===== src/rtl/series_ctrl_pkg.sv =====
// Shared types and constants for the series evaluation sequencer.
package series_ctrl_pkg;

    typedef enum logic [2:0] {
        IDLE    = 3'd0,
        INIT    = 3'd1,
        LOAD    = 3'd2,
        MULT    = 3'd3,
        COMPARE = 3'd4,
        ACCUM   = 3'd5,
        DONE    = 3'd6
    } state_e;

    localparam logic SIGN_ADD = 1'b1;
    localparam logic SIGN_SUB = 1'b0;

endpackage


===== src/rtl/series_step_cnt.sv =====
// Multiply-step index (wraps after the last step) and accumulated-term counter.
module series_step_cnt #(
    parameter int MULT_STEPS = 4,
    parameter int SEL_W      = 2,
    parameter int CNT_W      = 4
) (
    input  logic             clock,
    input  logic             reset,
    input  logic             clear_i,
    input  logic             step_en_i,
    input  logic             term_en_i,
    output logic [SEL_W-1:0] step_o,
    output logic [CNT_W-1:0] term_o,
    output logic             last_step_o
);

    logic [SEL_W-1:0] step_q, step_d;
    logic [CNT_W-1:0] term_q, term_d;

    assign last_step_o = (step_q == SEL_W'(MULT_STEPS - 1));
    assign step_o      = step_q;
    assign term_o      = term_q;

    // Next-state for both counters; clear has priority over the enables.
    always_comb begin
        step_d = step_q;
        term_d = term_q;
        if (clear_i) begin
            step_d = {SEL_W{1'b0}};
            term_d = {CNT_W{1'b0}};
        end else begin
            if (step_en_i) begin
                step_d = last_step_o ? {SEL_W{1'b0}} : step_q + SEL_W'(1);
            end else begin
                step_d = step_q;
            end
            if (term_en_i) begin
                term_d = term_q + CNT_W'(1);
            end else begin
                term_d = term_q;
            end
        end
    end

    // Counter registers.
    always_ff @(posedge clock or posedge reset) begin
        if (reset) begin
            step_q <= {SEL_W{1'b0}};
            term_q <= {CNT_W{1'b0}};
        end else begin
            step_q <= step_d;
            term_q <= term_d;
        end
    end

endmodule


===== src/rtl/series_ctrl.sv =====
// Sequencer for an iterative series evaluator: load, multiply, compare, accumulate per term.
// Define SERIES_CTRL_TERM_LIMIT_EN to end a run once MAX_TERMS terms have been accumulated.
module series_ctrl
    import series_ctrl_pkg::*;
#(
    parameter int  MULT_STEPS = 4,
    parameter int  MAX_TERMS  = 8,
    localparam int CNT_W      = $clog2(MAX_TERMS + 1),
    localparam int SEL_W      = $clog2(MULT_STEPS)
) (
    input  logic             clock,
    input  logic             reset,
    input  logic             start,
    input  logic             compared,
    input  logic             alt_mode,
    input  logic             abort,
    output logic             load_x,
    output logic             init1_t,
    output logic             load_t,
    output logic             init1_r,
    output logic             load_r,
    output logic             init0_cnt,
    output logic             en_cnt,
    output logic [SEL_W-1:0] sel,
    output logic             ci,
    output logic             ready,
    output logic             busy,
    output logic             done,
    output logic [CNT_W-1:0] term_idx
);

    state_e           state_q, state_d;
    logic             ci_q, ci_d;
    logic             cnt_clear_s, step_en_s, term_en_s;
    logic             last_step_s, limit_hit_s;
    logic [SEL_W-1:0] step_s;
    logic [CNT_W-1:0] term_s;

    series_step_cnt #(
        .MULT_STEPS(MULT_STEPS),
        .SEL_W     (SEL_W),
        .CNT_W     (CNT_W)
    ) u_cnt (
        .clock      (clock),
        .reset      (reset),
        .clear_i    (cnt_clear_s),
        .step_en_i  (step_en_s),
        .term_en_i  (term_en_s),
        .step_o     (step_s),
        .term_o     (term_s),
        .last_step_o(last_step_s)
    );

`ifdef SERIES_CTRL_TERM_LIMIT_EN
    assign limit_hit_s = ((term_s + CNT_W'(1)) == CNT_W'(MAX_TERMS));
`else
    assign limit_hit_s = 1'b0;
`endif

    assign term_idx = term_s;
    assign ci       = ci_q;
    assign ready    = (state_q == IDLE);
    assign busy     = (state_q != IDLE);

    // Next-state, sign update and strobe decode.
    always_comb begin
        state_d     = state_q;
        ci_d        = ci_q;
        cnt_clear_s = 1'b0;
        step_en_s   = 1'b0;
        term_en_s   = 1'b0;
        load_x      = 1'b0;
        init1_t     = 1'b0;
        load_t      = 1'b0;
        init1_r     = 1'b0;
        load_r      = 1'b0;
        init0_cnt   = 1'b0;
        en_cnt      = 1'b0;
        done        = 1'b0;
        sel         = {SEL_W{1'b0}};
        case (state_q)
            IDLE: begin
                state_d = start ? INIT : IDLE;
            end
            INIT: begin
                init1_t     = 1'b1;
                init1_r     = 1'b1;
                init0_cnt   = 1'b1;
                cnt_clear_s = 1'b1;
                ci_d        = SIGN_ADD;
                state_d     = start ? INIT : LOAD;
            end
            LOAD: begin
                load_x  = 1'b1;
                state_d = MULT;
            end
            MULT: begin
                load_t    = 1'b1;
                sel       = step_s;
                step_en_s = 1'b1;
                en_cnt    = last_step_s;
                state_d   = last_step_s ? COMPARE : MULT;
                // The sign flips once per term, on the first multiply step.
                if ((step_s == {SEL_W{1'b0}}) && alt_mode) begin
                    ci_d = ~ci_q;
                end else begin
                    ci_d = ci_q;
                end
            end
            COMPARE: begin
                term_en_s = 1'b1;
                state_d   = (!compared || limit_hit_s) ? DONE : ACCUM;
            end
            ACCUM: begin
                load_r  = 1'b1;
                state_d = MULT;
            end
            DONE: begin
                done    = 1'b1;
                state_d = IDLE;
            end
            default: begin
                state_d = IDLE;
            end
        endcase
        if (abort && (state_q != IDLE)) begin
            state_d = IDLE;
        end else begin
            state_d = state_d;
        end
    end

    // State and sign registers.
    always_ff @(posedge clock or posedge reset) begin
        if (reset) begin
            state_q <= IDLE;
            ci_q    <= SIGN_ADD;
        end else begin
            state_q <= state_d;
            ci_q    <= ci_d;
        end
    end

endmodule

===== config.mk =====
export PLATFORM = sky130hd
export DESIGN_NAME = series_ctrl
export DESIGN_NICKNAME = d
export VERILOG_FILES = /design/src/rtl/series_ctrl_pkg.sv /design/src/rtl/series_step_cnt.sv /design/src/rtl/series_ctrl.sv
export SDC_FILE = /design/constraint.sdc
export NUM_CORES = 1
export LEC_CHECK = 0
export CAP_MARGIN = 40
export CORE_UTILIZATION = 44
export DETAILED_ROUTE_END_ITERATION = 7
export GPL_TIMING_DRIVEN = 0
export PLACE_DENSITY = 0.84
export SLEW_MARGIN = 20
export SYNTH_ARGS = -nofsm -noshare
export SYNTH_HDL_FRONTEND = slang
export SYNTH_SLANG_ARGS = --single-unit

===== constraint.sdc =====
create_clock -name clock -period 1.8 [get_ports clock]
set_clock_uncertainty 0.1 [all_clocks]
set_input_delay 0.36 -clock clock [delete_from_list [all_inputs] [get_ports clock]]
set_output_delay 0.36 -clock clock [all_outputs]
set_load 0.01 [all_outputs]

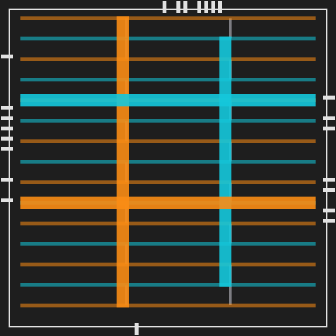
Figure 1: run 1, floorplan with the power grid.
Pins as bars on the die edge. Tap cells in grey.
VSS -> orange
VDD -> cyan
met4 straps = 2
met5 straps = 2
rows = 14
tap cells = 16
met1 rails = 15

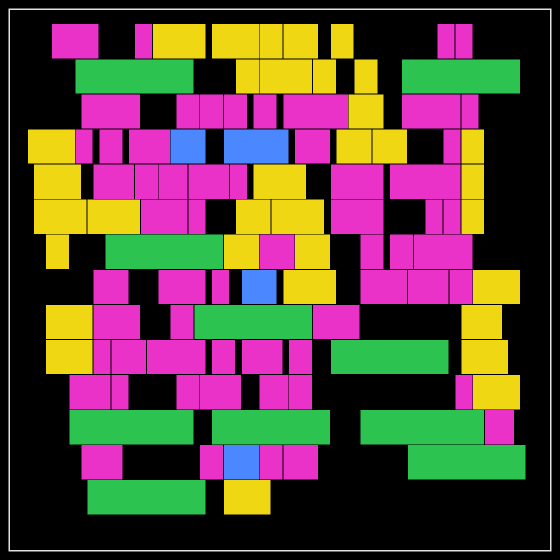
Figure 2: run 1, cell classes on the final placement.
other buffers and delay cells -> yellow  # cells 33
all other logic -> magenta  # cells 60
flip-flops -> green  # cells 10
clock drivers and dummy loads -> blue  # cells 4

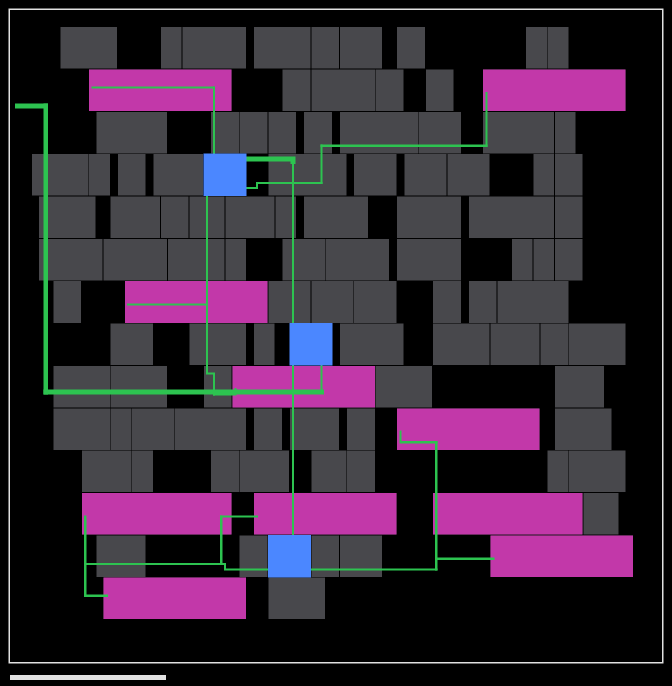
Figure 3: run 1, clock distribution.
The bar under the picture is 10 um long.
cells driving clock nets -> blue  # count 3
flip-flops -> magenta  # count 10
clock wires -> green  # length 184 um
flops lie = widely spread
routed clock nets = 4

==> summary.txt, run 1 <==
Physical implementation

The final period utilization is around 100%. Yosys mapped the design onto 32 distinct sky130hd cell types. The mean cell area of the mapped netlist is 9.20 sq um.

The area fraction in mux cells is approximately 1.4%. The total setup violations reported at the end of the flow is 0. Summed over all cells, the static leakage comes to ~0.00048 uW. The simple-gate area share of the yosys netlist is about 20%. The final weighted congestion in routability-driven placement is 0.812. The buffering stage count on the worst path with inverters included is 2. The net count of the finished layout is about 120.

Per the layout report, the design carries approximately 120 filler cells. The number of hold violations in the final report is 0. Setup repair after global routing could not meet its margin everywhere. The count of H-tree levels built during CTS is 1. In this run the clock root is driven by a clkbuf_4. The synthesized netlist occupies a cell area of 699 sq um.

The timing report attributes the biggest portion of critical-path delay to flip-flops. Of all nets on the critical path, the largest fanout is 7. The register bit total from synthesis is 10. From synthesis to final layout, the design area changed by 43.6%.

The top flip-flop cell by instance count after synthesis is dfrtp_1. The worst path needs ~1.8 ns of the cycle, external delays included. The number of clock sinks came to 10. In this run, synthesis inferred 0 flip-flops with an integrated enable. The total power density per cell area is between 1000 and 1500 mW/mm^2.

Timing analysis after detailed placement gives a worst setup slack of -0.219 ns. Nets still carrying antenna violations after routing amount to 0. The timing report shows that the slowest cell on the worst path is dfrtp_1. The run finished with clean final reports. Per STA, the highest per-stage delay on the worst path measures 0.38 ns. The tightest min-delay check is of the input port to asynchronous set/reset pin type. The data arrival time reported for the critical path is around 1.3 ns. Across all stage logs, warnings added up to 28. The most instantiated library cell after synthesis is dfrtp_1. Dividing the detail-routed via count by the number of cells gives 5.72. Per STA, the worst path is made up of buf_6 -> and2b_4 -> and3_2 -> buf_2. The combinational family with the most area after synthesis is AND-OR/OR-AND gates. The max capacitance violation total is 0. The share of final-layout standard cells stronger than drive strength 1 is about 43%.

The number of cells traversed by the worst register-to-register path is 4. The routed layout has 703 vias. The final global-route overflow total is 0. The worst setup path is launched from a flip-flop. The remaining routing DRC violations is 0. The sequential cell area is 253 sq um.

The design draws around 1400 uW. The critical path runs through a total of 4 cells. The number of global-route vias before repair is roughly 700. After Yosys synthesis, XOR and XNOR cells account for 0% of the synthesized area. The async set or reset register ratio after synthesis is 100%. The area of combinational cells with multiple inputs is between 300 and 400 sq um.

The CTS tree is done. By count the netlist is led by dfrtp_1, inv_1. Data on the critical path is required at its endpoint by approximately 1.3 ns.

The number of antenna diodes is 0. After synthesis, the cell types taking the most area are dfrtp_1, buf_6, ha_1. The first global-routing pass estimated between 3000 and 4000 um of wire.

Per the synthesis report, the dominant area consumer among library cells is dfrtp_1. In this run, the synthesized area fraction spent on adder and majority cells is recorded as between 5 and 6%. The total cells reported by yosys after synthesis is 76. The number of DRC violations after detailed-routing iteration 0 is 15.

The total length of routed wires is 1770 um. Max-slew check failures listed in the final report amount to 0. Including well taps, the total number of placed cells is 114.
[run 1: metal layers]
layer	track usage, %	up-vias	wire (um)
li1	-	331	-
met1	27.3	338	725
met2	39.4	32	923
met3	3.91	2	103
met4	11.6	0	18
met5	0	-	0
[run 1: logic make-up (layout without fill, tap and decap cells)]
| kind of cell | count (synthesis) | in the layout |
|---|---|---|
| AND/OR/NAND/NOR | 24 | 24 |
| adder cells (fa/ha/maj) | 3 | 3 |
| multiplexers | 1 | 1 |
| flip-flops | 10 | 10 |
| AND-OR/OR-AND | 24 | 24 |
| buffers and inverters | 14 | 45 |
[run 1: layout make-up]
class / count / area share, %
Tap cell: 16 / 1.99
Sequential cell: 10 / 25.2
Multi-Input combinational cell: 52 / 38.4
Timing Repair Buffer: 27 / 21.4
Inverter: 8 / 3.49
Buffer: 6 / 5.98
Clock buffer: 4 / 3.61
[run 1: stage by stage]
step	hold WS [ns]	instance area, sq um
finish	0.272	1000
detailed placement	0.422	940
global route	0.298	1000
floorplan	0.0995	699
CTS	0.281	998
global placement	0.417	940
[run 1: power breakdown]
part	internal (uW)	switching, uW	total (uW)
Sequential	290	53.7	344
Clock	123	88.8	212
Combinational	393	425	817
[run 1: flip-flops by register name, indices dropped and copies added (netlist names)]
signal	count
u_cnt.step_o	2
state_q	3
u_cnt.term_o	4
ci	1
[run 1: timing repair]
item | in CTS | in global routing
hold buffers | 0 | 0
gates cloned | 0 | 0
setup buffers | 4 | 1
pin swaps | 1 | 1
gates resized | 41 | 12
setup endpoints to repair | 13 | 10
[run 1: placed cells by master (no fill, tap or decap), types with 2 or more instances in the layout]
cell,netlist,layout
ha_1,3,2
buf_4,2,7
clkdlybuf4s15_2,0,2
clkbuf_4,0,3
clkdlybuf4s50_1,0,9
clkbuf_2,0,3
nor2_1,5,4
dfrtp_1,9,8
buf_6,4,5
o21ai_0,5,5
and2b_4,2,2
a22oi_1,2,2
and3_1,2,2
nand2_1,3,3
inv_1,7,6
o21ai_2,2,2
nor3_1,5,4
buf_2,0,6
a21oi_1,5,5
[run 1: final timing paths]
check	startpoint	to	slack, ns
min in group clock	u_cnt.step_o[0]$_DFFE_PP0P_	u_cnt.step_o[0]$_DFFE_PP0P_	0.43
max in group asynchronous	reset	ci$_DFFE_PP1P_	1.00
setup / recovery	state_q[0]$_DFF_PP0_	en_cnt	0.05
hold reg to reg	u_cnt.step_o[0]$_DFFE_PP0P_	u_cnt.step_o[0]$_DFFE_PP0P_	0.43
hold / removal	reset	state_q[2]$_DFF_PP0_	0.27
setup reg to reg	u_cnt.step_o[0]$_DFFE_PP0P_	state_q[0]$_DFF_PP0_	0.40
[run 1: worst reg2reg max path: cells and delay by family (launching register included)]
family / cells / cell delay, ns
AOI/OAI and AO/OA: 3 / 0.56
adders and majority gates: 1 / 0.23
DFF: 1 / 0.43
==> inputs of run 2 (changes only) <==
- MAX_ROUTING_LAYER: not set -> met4
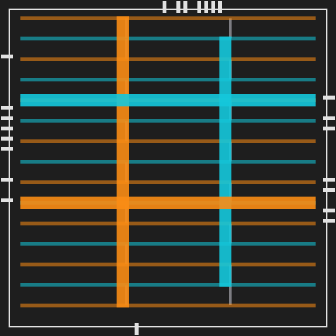
Figure 4: run 2, floorplan with the power grid.
Pins as bars on the die edge. Tap cells in grey.
VSS -> orange
VDD -> cyan
met4 straps = 2
tap cells = 16
signal pins = 23
rows = 14
met1 rails = 15

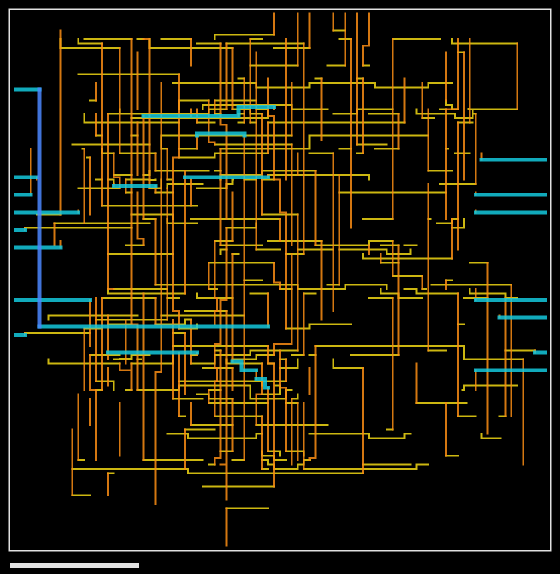
Figure 5: run 2, signal wires by layer.
The bar under the picture is 10 um long.
met2 -> orange  # wire length 925 um
met4 -> blue  # wire length 18.4 um
met3 -> cyan  # wire length 104 um
met1 -> yellow  # wire length 728 um

==> run 2 against run 1 <==
Global-route usage increased by 0.65 points. Final area unchanged. Setup slack unchanged. Power about the same. Clock-buffer cell count unchanged. Clock power about the same. Core utilization unchanged. Sequential cell count unchanged. Non-clock buffer count unchanged. Combinational power about the same. Critical path type unchanged. Highest routed layer unchanged.
==> summary.txt, run 2 <==
Physical implementation

The simple-gate area share of the yosys netlist is 19.7% (unchanged). The via density per instance is 5.72 (about the same). The largest fanout on the critical path is 7 (unchanged).

Leading post-synthesis cells by instance count: dfrtp_1, inv_1 (unchanged). The area fraction in mux cells is 1.43% (unchanged). The layout-stage area growth over the synthesis result is 43.6% (unchanged). The internal power consumption was 806 uW (about the same). The number of global-route vias before repair came to 695 (unchanged). The number of antenna diodes is 0 (unchanged).

The global router's overall resource usage came to 23.6% (was 23.0%). The flip-flop count of the largest register, all copies and words added is 4 (unchanged). The mean cell area of the mapped netlist was 9.20 sq um (unchanged).

The setup slack after placement is -0.219 ns (unchanged). The post-synth tally of flip-flops with integrated enable is 0 (unchanged). The top flip-flop cell by instance count after synthesis was dfrtp_1 (unchanged). The CTS tree is done (unchanged). The number of DRC violations after detailed-routing iteration 0 is 15 (unchanged).

The number of rows created at floorplan came to 14 (unchanged). Cell chain of the critical path: buf_6 -> and2b_4 -> and3_2 -> buf_2 (unchanged). The total setup violations reported at the end of the flow was 0 (unchanged). The compound-gate portion of the synthesized area is 24.7% (unchanged). The residual antenna-violating net count after detailed routing came to 0 (unchanged).

The placement-stage cell area was 940 sq um (unchanged). The adder and majority cell fraction of the synthesized area was 5.37% (unchanged). The transition time at the pin with the least slew margin is 0.407 ns (about the same). Top cells, area: dfrtp_1, buf_6, ha_1 (unchanged). The total clock buffers created by CTS was 3 (unchanged). The kind of capture point of the worst setup path is an output pin (unchanged). The family with the most delay on the worst path is flip-flops (unchanged).

The total die area is 0.00175 sq mm (unchanged). The buffering stage count on the worst path with inverters included is 2 (unchanged). The wire length on met1 is 728 um (was 725 um). The wire length per cell was 14.4 um (about the same). The critical path data required time is 1.34 ns (about the same). The wire length of the first global-routing pass is 3070 um (unchanged). The post-route cell area is 0.00100 sq mm (unchanged). The synthesized net count came to 85 (unchanged). The worst voltage drop across the vdd grid is 0.000797 V (about the same). The number of hold violations in the final report was 0 (unchanged). The number of cells in the finished layout apart from fillers is 123 (unchanged).

The final worst-path setup slack came to 0.0463 ns (unchanged). The number of max-slew violations in the final report was 0 (unchanged). The tally of yosys warning messages is 0 (unchanged). The detailed-route via count is 704 (was 703). The share of total power in sequential cells is 25.1% (about the same).

The highest routing layer actually used is met4 (unchanged). The clock input transition at the sequential cells of the worst setup and hold paths was 0.08 ns (about the same). The initial antenna violation count is 0 (unchanged). The largest net degree at the start of global routing was 11 (unchanged).

The end-of-flow core utilization is 67.5% (unchanged). Commonest non-fill, non-tap cells in the layout: clkdlybuf4s50_1, dfrtp_1, buf_4 (unchanged). The count of H-tree levels built during CTS was 1 (unchanged). The highest-count logic cell in the final layout is clkdlybuf4s50_1 (unchanged). The switching power share of the total is 41.3% (about the same). The number of cells produced by synthesis came to 76 (unchanged).

The shortest clock period the worst path allows after layout was 1.75 ns (unchanged). The leakage component of the power is 0.000477 uW (unchanged). The total power density per cell area is 1370 mW/mm^2 (about the same).

The final weighted congestion in routability-driven placement is 0.824 (was 0.812). The cell with the largest stage delay on the worst path is dfrtp_1 (unchanged). The part of the Yosys area used for sequential elements came to 36.0% (unchanged).

The netlist area before placement is 699 sq um (unchanged). The detailed route wirelength on metal3 is 103 um (unchanged). The later-pin clock latency in the skew report came to 0.27 ns (about the same). The max capacitance violation total is 0 (unchanged).

The die extent in x is 41.9 um (unchanged). The clock tree buffer depth was 2 (unchanged). The maximum frequency from static timing analysis came to 570 MHz (unchanged). The wire length on met2 is 924 um (was 923 um). The final global-route overflow total is 0 (unchanged). The net count of the finished layout came to 117 (unchanged). The arrival time of the worst setup path is 1.29 ns (about the same). The headroom to the max-slew limit is 72.8% (about the same).

The final period utilization came to 97.4% (unchanged). The cell accounting for the most synthesized area is dfrtp_1 (unchanged). The register bit total from synthesis is 10 (unchanged). The number of iterations in the first detailed-routing pass is 4 (unchanged). Outcome: complete, no violations (unchanged). The remaining routing DRC violations is 0 (unchanged).

The total length of routed wires is 1770 um (about the same). The top-area cell type share of the netlist area is 32.2% (unchanged). The type of the tightest min-delay check is input port to asynchronous set/reset pin (unchanged).

The fraction of power consumed by combinational cells was 59.5% (about the same). RSZ-0062 raised after global routing: yes (unchanged). The number of OpenROAD warnings came to 28 (unchanged). The number of clock sinks is 10 (unchanged). The I/O pin total is 23 (unchanged). The number of fill cells is 120 (unchanged).

The share of final-layout standard cells stronger than drive strength 1 is 43.0% (unchanged). The startpoint-to-endpoint class of the critical path is flip-flop to output pin (unchanged). The tally of unique sky130hd cells used after synthesis is 32 (unchanged). The async set or reset register ratio after synthesis is 100% (unchanged). The switching power is 567 uW (about the same).

The post-synthesis xor/xnor area fraction is 0% (unchanged). The pre-placement core utilization was 47.0% (unchanged). The total cells reported by yosys after synthesis is 76 (unchanged). The most instantiated library cell after synthesis is dfrtp_1 (unchanged).

The portion of total power attributed to the clock network came to 15.4% (about the same). The setup total negative slack came to 0 ns (unchanged). The sequential cell area is 253 sq um (unchanged).

The area of combinational cells with multiple inputs came to 385 sq um (unchanged). The count of buffers inserted at the top-level ports is 22 (unchanged). The synthesized chip area reported by yosys is 699 sq um (unchanged).

The kind of start point of the critical path is a flip-flop (unchanged). The vertical extent of the die is 41.9 um (unchanged). The root buffer cell is clkbuf_4 (unchanged).

The combinational family with the most area after synthesis was AND-OR/OR-AND gates (unchanged). The number of cells in the design after placement was 114 (unchanged). The placed wire-length estimate came to 1220 um (unchanged). The floorplan core area is 0.00149 sq mm (unchanged). The delay of the slowest cell on the worst path is 0.38 ns (about the same).
run 2: cell counts after synthesis:
Identical to the previous run, type by type.
run 2: cells by family after synthesis:
kind of cell / count (synthesis)
AND-OR/OR-AND: 24
adder cells (fa/ha/maj): 3
buffers and inverters: 14
flip-flops: 10
multiplexers: 1
AND/OR/NAND/NOR: 24
run 2: through the flow:
stage | power [uW] | hold WS, ns
final | 1370 | 0.272
after global routing | 1490 | 0.298
after CTS | 1360 | 0.281
after detailed placement | 1150 | 0.422
after global placement | 1120 | 0.417
after floorplan | 841 | 0.0995
run 2: final timing paths:
check | slack [ns] | cells after the start | start | to
min in group clock | 0.43 | 1 | u_cnt.step_o[0]$_DFFE_PP0P_ | u_cnt.step_o[0]$_DFFE_PP0P_
min | 0.27 | 2 | reset | state_q[2]$_DFF_PP0_
max reg2reg | 0.40 | 4 | u_cnt.step_o[0]$_DFFE_PP0P_ | state_q[0]$_DFF_PP0_
min reg2reg | 0.43 | 1 | u_cnt.step_o[0]$_DFFE_PP0P_ | u_cnt.step_o[0]$_DFFE_PP0P_
max | 0.05 | 4 | state_q[0]$_DFF_PP0_ | en_cnt
max in group asynchronous | 1.00 | 2 | reset | ci$_DFFE_PP1P_
run 2: timing repair:
action | 4_1_cts | 5_1_grt
setup buffers | 4 | 1
pin swaps | 1 | 1
hold buffers | 0 | 0
endpoints found under the setup margin | 13 | 10
resized | 41 | 12
run 2: power groups by stage:
stage / sequential [uW] / clock (uW) / combinational, uW
floorplan: 351 / 0 / 490
global placement: 349 / 0 / 767
detailed placement: 353 / 0 / 794
CTS: 343 / 215 / 802
global route: 356 / 231 / 898
finish: 344 / 212 / 817
run 2: cell type report:
type,count,share of cell area [%]
Timing Repair Buffer,27,21.4
Multi-Input combinational cell,52,38.4
Buffer,6,5.98
Sequential cell,10,25.2
Tap cell,16,1.99
Inverter,8,3.49
Clock buffer,4,3.61
run 2: per-layer routing:
layer | global-route usage [%] | vias up
met5 | - | -
met4 | 11.6 | 0
met2 | 39.4 | 32
met3 | 3.91 | 2
li1 | - | 331
met1 | 27.3 | 339
==> inputs of run 3 (changes only) <==
- CORE_UTILIZATION: 44 -> 42
- SETUP_SLACK_MARGIN: not set -> 0.15
- SYNTH_HIERARCHICAL: not set -> 1
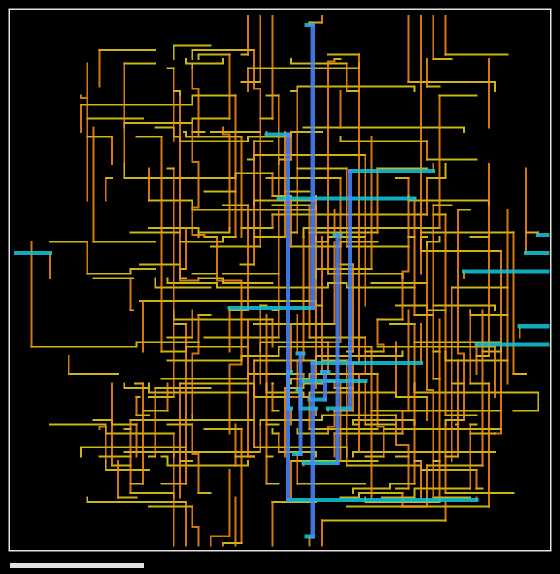
Figure 6: run 3, signal wires by layer.
The bar under the picture is 10 um long.
met3 -> cyan  # wire length 81.8 um
met2 -> orange  # wire length 981 um
met4 -> blue  # wire length 105 um
met1 -> yellow  # wire length 872 um

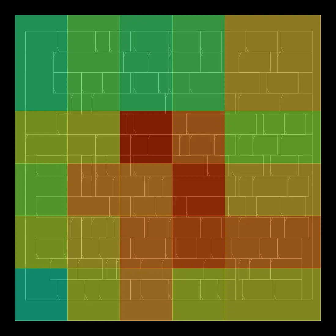
Figure 7: run 3, routing congestion map.
met3 track demand over resource: 3.89%
total global-route track usage: 25.8%
global routing usage on met2: 38.7%

==> run 3 against run 2 <==
The run now ends with setup timing left. Core utilization up 16 points. Synthesized cell count down 20%. Register-to-register slack worse by 0.39 ns. Cell count down 0.81%. Power up 14%. Synthesized area down 12%. Clock-buffer cell count unchanged. Die area down 7.8%. Maximum frequency down 4.0%. Hold slack worse by 0.061 ns. Global-route usage up 2.2 points. Critical path type unchanged.
==> summary.txt, run 3 <==
Physical implementation

Outcome: finished, violations left (was complete, no violations). The checks that failed: setup timing. The flip-flop count of the largest register, all copies and words added came to 4 (unchanged). The share of final-layout standard cells stronger than drive strength 1 is 54.2% (was 43.0%).

The delay of the slowest cell on the worst path came to 0.44 ns (was 0.38 ns). The wire length per cell is 16.7 um (was 14.4 um). Cell chain of the critical path: buf_6 -> nor3b_4 -> buf_4 -> buf_6 -> buf_6 (was buf_6 -> and2b_4 -> and3_2 -> buf_2). Leading post-synthesis cells by instance count: dfrtp_1, nor2_1, inv_1 (was dfrtp_1, inv_1). The hold buffer count at cts is 0 (unchanged). The end-of-flow core utilization is 83.1% (was 67.5%).

The highest-count logic cell in the final layout is buf_6 (was clkdlybuf4s50_1). The top flip-flop cell by instance count after synthesis is dfrtp_1 (unchanged). The mean cell area of the mapped netlist was 10.1 sq um (was 9.20 sq um).

The headroom to the max-slew limit was 73.5% (was 72.8%). The number of iterations in the first detailed-routing pass is 4 (unchanged). The synthesized chip area reported by yosys is 613 sq um (was 699 sq um). The kind of start point of the critical path was a flip-flop (unchanged).

The cell accounting for the most synthesized area was dfrtp_1 (unchanged). The top-area cell type share of the netlist area is 36.7% (was 32.2%). The total cells reported by yosys after synthesis came to 61 (was 76). The root buffer cell is clkbuf_4 (unchanged).

The detailed-route via count is 672 (was 704). The netlist area before placement came to 613 sq um (was 699 sq um). The tally of yosys warning messages was 6 (was 0). The combinational family with the most area after synthesis was simple AND/OR/NAND/NOR gates (was AND-OR/OR-AND gates). The overall power consumption is 1560 uW (was 1370 uW). The largest fanout on the critical path is 4 (was 7). The compound-gate portion of the synthesized area came to 14.1% (was 24.7%). The layout-stage area growth over the synthesis result is 80.8% (was 43.6%). The family with the most delay on the worst path was buffers and inverters (was flip-flops).

The pre-placement core utilization came to 46.0% (was 47.0%). The residual antenna-violating net count after detailed routing is 0 (unchanged). The number of clock sinks is 10 (unchanged). The switching power came to 561 uW (was 567 uW). The later-pin clock latency in the skew report was 0.26 ns (was 0.27 ns). The total die area came to 0.00162 sq mm (was 0.00175 sq mm). The net count of the finished layout came to 116 (was 117). The switching power share of the total is 35.9% (was 41.3%). The initial antenna violation count is 0 (unchanged). The total clock buffers created by CTS was 3 (unchanged). The area fraction in mux cells came to 5.71% (was 1.43%). The synthesized net count is 69 (was 85). The fraction of power consumed by combinational cells is 65.5% (was 59.5%). The floorplan core area is 0.00133 sq mm (was 0.00149 sq mm). The number of rows created at floorplan is 13 (was 14). The number of DRC violations after detailed-routing iteration 0 was 5 (was 15).

The number of global-route vias before repair came to 566 (was 695). The wire length of the first global-routing pass is 2550 um (was 3070 um). The CTS tree is done (unchanged).

The number of cells produced by synthesis is 61 (was 76). The startpoint-to-endpoint class of the critical path is flip-flop to output pin (unchanged). The most instantiated library cell after synthesis is dfrtp_1 (unchanged).

The part of the Yosys area used for sequential elements is 41.0% (was 36.0%). The final worst-path setup slack was -0.0269 ns (was 0.0463 ns). The number of hold violations in the final report is 0 (unchanged). The total setup violations reported at the end of the flow came to 5 (was 0). The via density per instance is 5.51 (was 5.72). The vertical extent of the die was 40.2 um (was 41.9 um). The max capacitance violation total is 0 (unchanged).

The type of the tightest min-delay check was input port to asynchronous set/reset pin (unchanged). The post-synthesis xor/xnor area fraction was 1.43% (was 0%). The number of max-slew violations in the final report came to 0 (unchanged). The kind of capture point of the worst setup path is an output pin (unchanged). The adder and majority cell fraction of the synthesized area is 4.08% (was 5.37%).

The largest net degree at the start of global routing is 8 (was 11). Top cells, area: dfrtp_1, nor2_1, dfstp_2 (was dfrtp_1, buf_6, ha_1). The share of total power in sequential cells is 21.6% (was 25.1%). The cell with the largest stage delay on the worst path is dfrtp_2 (was dfrtp_1). The die extent in x is 40.2 um (was 41.9 um). The portion of total power attributed to the clock network is 12.9% (was 15.4%). The number of antenna diodes is 0 (unchanged). The shortest clock period the worst path allows after layout is 1.83 ns (was 1.75 ns).

The clock tree buffer depth is 2 (unchanged). The leakage component of the power is 0.000587 uW (was 0.000477 uW). The total length of routed wires came to 2040 um (was 1770 um). The final weighted congestion in routability-driven placement is 0.750 (was 0.824).
## run 3: timing repair
item / CTS / global route
buffers inserted: 16 / 4
resized: 66 / 14
pin swaps: 5 / 3
endpoints found under the setup margin: 16 / 14
## run 3: path summary, 6_finish.rpt
path                                               endpoint  cells after the start                   startpoint  slack [ns]
worst max-delay path                                init1_r                      5         state_q[1]$_DFF_PP0_       -0.03
worst min-delay path                   state_q[2]$_DFF_PP0_                      2                        reset        0.21
worst max register to register  u_cnt/term_o[3]$_DFFE_PP0P_                      7         state_q[1]$_DFF_PP0_        0.01
worst min register to register  u_cnt/term_o[2]$_DFFE_PP0P_                      2  u_cnt/term_o[2]$_DFFE_PP0P_        0.48
max in group asynchronous                    ci$_DFFE_PP1P_                      2                        reset        1.16
min in group clock              u_cnt/term_o[2]$_DFFE_PP0P_                      2  u_cnt/term_o[2]$_DFFE_PP0P_        0.48
## run 3: per-stage QoR
stage	hold WS [ns]	cells	area [sq um]	TNS [ns]
finish	0.211	122	1110	-0.0872
CTS	0.202	118	1020	-0.00826
global route	0.225	122	1110	-0.399
global placement	0.435	98	858	-1.43
detailed placement	0.464	98	858	-1.60
floorplan	0.0254	61	619	0
## run 3: kinds of logic after synthesis
kind of cell	Yosys count
XOR/XNOR	1
AND-OR/OR-AND	11
AND/OR/NAND/NOR	25
flip-flops	10
buffers and inverters	9
adder cells (fa/ha/maj)	2
multiplexers	3
## run 3: cell type report
cell class	count	area [sq um]
Buffer	4	45.0
Tap cell	15	18.8
Multi-Input combinational cell	42	345
Inverter	5	21.3
Timing Repair Buffer	42	388
Clock buffer	4	36.3
Fill cell	68	225
Sequential cell	10	254
## run 3: metal layers
metal	global-route usage, %	share of wire, %	wire, um
met1	32.4	43	871
met2	38.7	48	981
met4	16.7	5.1	105
met3	3.89	4.0	81
met5	-	0	0
## run 3: power by group through the flow
stage	Combinational, uW	Sequential [uW]	Clock, uW
after global placement	557	356	0
after floorplan	330	347	0
after global routing	1080	341	221
final	1020	338	202
after detailed placement	567	361	0
after CTS	839	325	202
Power figures rest on the tool's default switching activity, not on a simulated workload.
